===== config.mk =====
export PLATFORM = sky130hd
export DESIGN_NAME = return_address_stack_flat
export DESIGN_NICKNAME = d
export VERILOG_FILES = /design/src/rtl/return_address_stack_if.sv /design/src/rtl/return_address_stack.sv /design/src/flat_wrapper.sv
export SDC_FILE = /design/constraint.sdc
export NUM_CORES = 1
export LEC_CHECK = 0
export ABC_CLOCK_PERIOD_IN_PS = 8500
export CAP_MARGIN = 0
export CORE_ASPECT_RATIO = 1.2
export CORE_UTILIZATION = 49
export DETAILED_ROUTE_END_ITERATION = 7
export HOLD_SLACK_MARGIN = 0.12
export PLACE_DENSITY = 0.78
export SETUP_SLACK_MARGIN = 0.15
export SKIP_CTS_REPAIR_TIMING = 1
export SYNTH_ARGS = -nofsm -noshare
export SYNTH_HDL_FRONTEND = slang
export SYNTH_SLANG_ARGS = --single-unit

===== constraint.sdc =====
create_clock -name clk -period 8.5 [get_ports clk]
set_input_delay 1.7 -clock clk [delete_from_list [all_inputs] [get_ports clk]]
set_output_delay 1.7 -clock clk [all_outputs]
set_load 0.03 [all_outputs]

===== src/rtl/return_address_stack_if.sv =====
// return_address_stack_if: call/return/flush requests and top-of-stack prediction bundle
interface return_address_stack_if #(
    parameter int NBits = 32,
    parameter int DEPTH = 8
);
    logic                     push_i;
    logic                     pop_i;
    logic                     flush_i;
    logic [NBits-1:0]         push_data_i;
    logic [NBits-1:0]         top_o;
    logic                     valid_o;
    logic [$clog2(DEPTH):0]   count_o;
    logic                     overflow_o;

    modport master (
        output push_i, pop_i, flush_i, push_data_i,
        input  top_o, valid_o, count_o, overflow_o
    );

    modport slave (
        input  push_i, pop_i, flush_i, push_data_i,
        output top_o, valid_o, count_o, overflow_o
    );
endinterface


===== src/rtl/return_address_stack.sv =====
// return_address_stack: circular LIFO of return addresses, optional sticky overflow flag under RAS_OVERFLOW_FLAG_EN
module return_address_stack #(
    parameter int NBits = 32,
    parameter int DEPTH = 8
) (
    input logic                 clk,
    input logic                 reset,
    return_address_stack_if.slave ras
);
    localparam int AW = $clog2(DEPTH);
    localparam int CW = AW + 1;
    localparam logic [CW-1:0] FULL = CW'(DEPTH);

    logic [NBits-1:0] mem [DEPTH];
    logic [AW-1:0]    tos;
    logic [AW-1:0]    next_tos;
    logic [CW-1:0]    count;
    logic             nonempty;
    logic             full;
    logic             swap;

    assign next_tos = tos + 1'b1;
    assign nonempty = count != '0;
    assign full     = count == FULL;
    assign swap     = ras.push_i && ras.pop_i && nonempty;

    // stack pointer, occupancy and entries; a full push wraps over the oldest entry
    always_ff @(posedge clk) begin
        if (reset) begin
            tos   <= '0;
            count <= '0;
            for (int i = 0; i < DEPTH; i++) mem[i] <= '0;
        end else if (ras.flush_i) begin
            count <= '0;
        end else if (swap) begin
            mem[tos] <= ras.push_data_i;
        end else if (ras.push_i) begin
            tos           <= next_tos;
            mem[next_tos] <= ras.push_data_i;
            count         <= full ? count : count + 1'b1;
        end else if (ras.pop_i && nonempty) begin
            tos   <= tos - 1'b1;
            count <= count - 1'b1;
        end
    end

`ifdef RAS_OVERFLOW_FLAG_EN
    logic ovf;

    // sticky flag set whenever a plain push evicts the oldest entry
    always_ff @(posedge clk) begin
        if (reset || ras.flush_i) ovf <= 1'b0;
        else if (ras.push_i && !ras.pop_i && full) ovf <= 1'b1;
    end

    assign ras.overflow_o = ovf;
`else
    assign ras.overflow_o = 1'b0;
`endif

    assign ras.top_o   = nonempty ? mem[tos] : '0;
    assign ras.valid_o = nonempty;
    assign ras.count_o = count;
endmodule


===== src/flat_wrapper.sv =====
// flat-port wrapper written by rule: the top's interface ports become plain ports
module return_address_stack_flat 
#(
    parameter int NBits = 32,
    parameter int DEPTH = 8
)
  (clk, reset, ras_push_i, ras_pop_i, ras_flush_i, ras_push_data_i, ras_top_o, ras_valid_o, ras_count_o, ras_overflow_o);
  return_address_stack_if #(.NBits(NBits), .DEPTH(DEPTH)) ras_i ();
  input logic clk;
  input logic reset;
  input wire logic [$bits(ras_i.push_i)-1:0] ras_push_i;
  input wire logic [$bits(ras_i.pop_i)-1:0] ras_pop_i;
  input wire logic [$bits(ras_i.flush_i)-1:0] ras_flush_i;
  input wire logic [$bits(ras_i.push_data_i)-1:0] ras_push_data_i;
  output wire logic [$bits(ras_i.top_o)-1:0] ras_top_o;
  output wire logic [$bits(ras_i.valid_o)-1:0] ras_valid_o;
  output wire logic [$bits(ras_i.count_o)-1:0] ras_count_o;
  output wire logic [$bits(ras_i.overflow_o)-1:0] ras_overflow_o;
  assign ras_i.push_i = ras_push_i;
  assign ras_i.pop_i = ras_pop_i;
  assign ras_i.flush_i = ras_flush_i;
  assign ras_i.push_data_i = ras_push_data_i;
  assign ras_top_o = ras_i.top_o;
  assign ras_valid_o = ras_i.valid_o;
  assign ras_count_o = ras_i.count_o;
  assign ras_overflow_o = ras_i.overflow_o;
  return_address_stack #(.NBits(NBits), .DEPTH(DEPTH)) u_core (.clk(clk), .reset(reset), .ras(ras_i));
endmodule

Sequential cells colored by netlist name:
Bar = 50 µm. Other sequential cells in the stronger gray, the rest of the logic in the fainter gray.
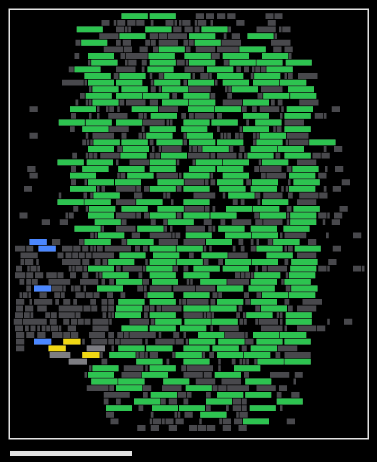
legend:
  u_core.mem:
    color: green
    placed_flops: 256
  u_core.tos:
    color: yellow
    placed_flops: 3
  u_core.ras.count_o:
    color: blue
    placed_flops: 4
    where: west
not colored: 3

Gate families picked out:
Bar = 50 µm.
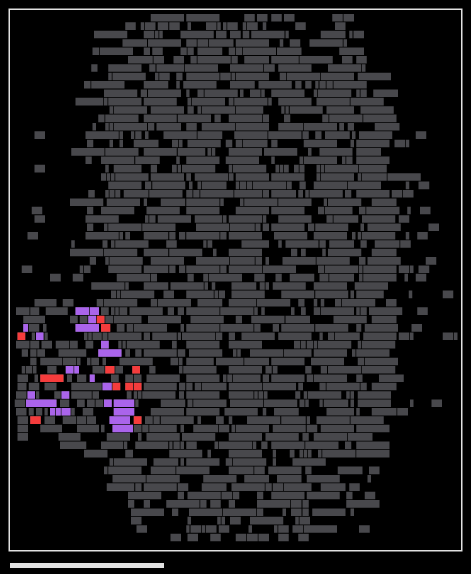
legend:
  AND-OR and OR-AND gates:
    color: red
    cells: 11
  inverting AOI/OAI gates:
    color: purple
    cells: 23
Finished Layout Cells: 1231
share of cell area taken by multi-input logic gates: 29.1%
most common library cell in the layout ignoring fill and taps: sky130_fd_sc_hd__edfxtp_1

==> results.rst <==
Metrics
=======

.. list-table::
   :header-rows: 1

   * - Metric
     - Value
   * - Grt total ovfl
     - 0
   * - Routed length on met3
     - 1.69 mm
   * - Met2 Resource Use GR
     - 39.6%
   * - Non-clock buffer total of the final layout
     - 89
   * - Register bit count reported by yosys
     - 266
   * - Source-to-sink clock delay at the later pin of the worst-skew pair
     - 0.52 ns
   * - Result of the run
     - completed
   * - Data arrival time of the critical path
     - 3.48 ns
   * - Internal reg-to-reg setup slack
     - 4.36 ns
   * - Post-placement setup slack
     - 2.99 ns
   * - Number of antenna repair diodes
     - 0
   * - Critical register-to-register path endpoint
     - u_core.mem[0][14]$_SDFFCE_PN0P_
   * - DR WL/cell
     - 22.5 µm
   * - Clk. pwr
     - 1.16 mW
   * - Leading cell type by number of instances after synthesis
     - sky130_fd_sc_hd__edfxtp_1
   * - Clock Sinks
     - 266
   * - Sequential power share
     - 47.9%
   * - Final tally of max-slew violations
     - 0
   * - Netlist area before placement
     - 12300 µm²
   * - Final Util
     - 57.2%
   * - Placement row count
     - 63
   * - Clock share of power
     - 36.3%
Power and IR drop assume default switching activity.
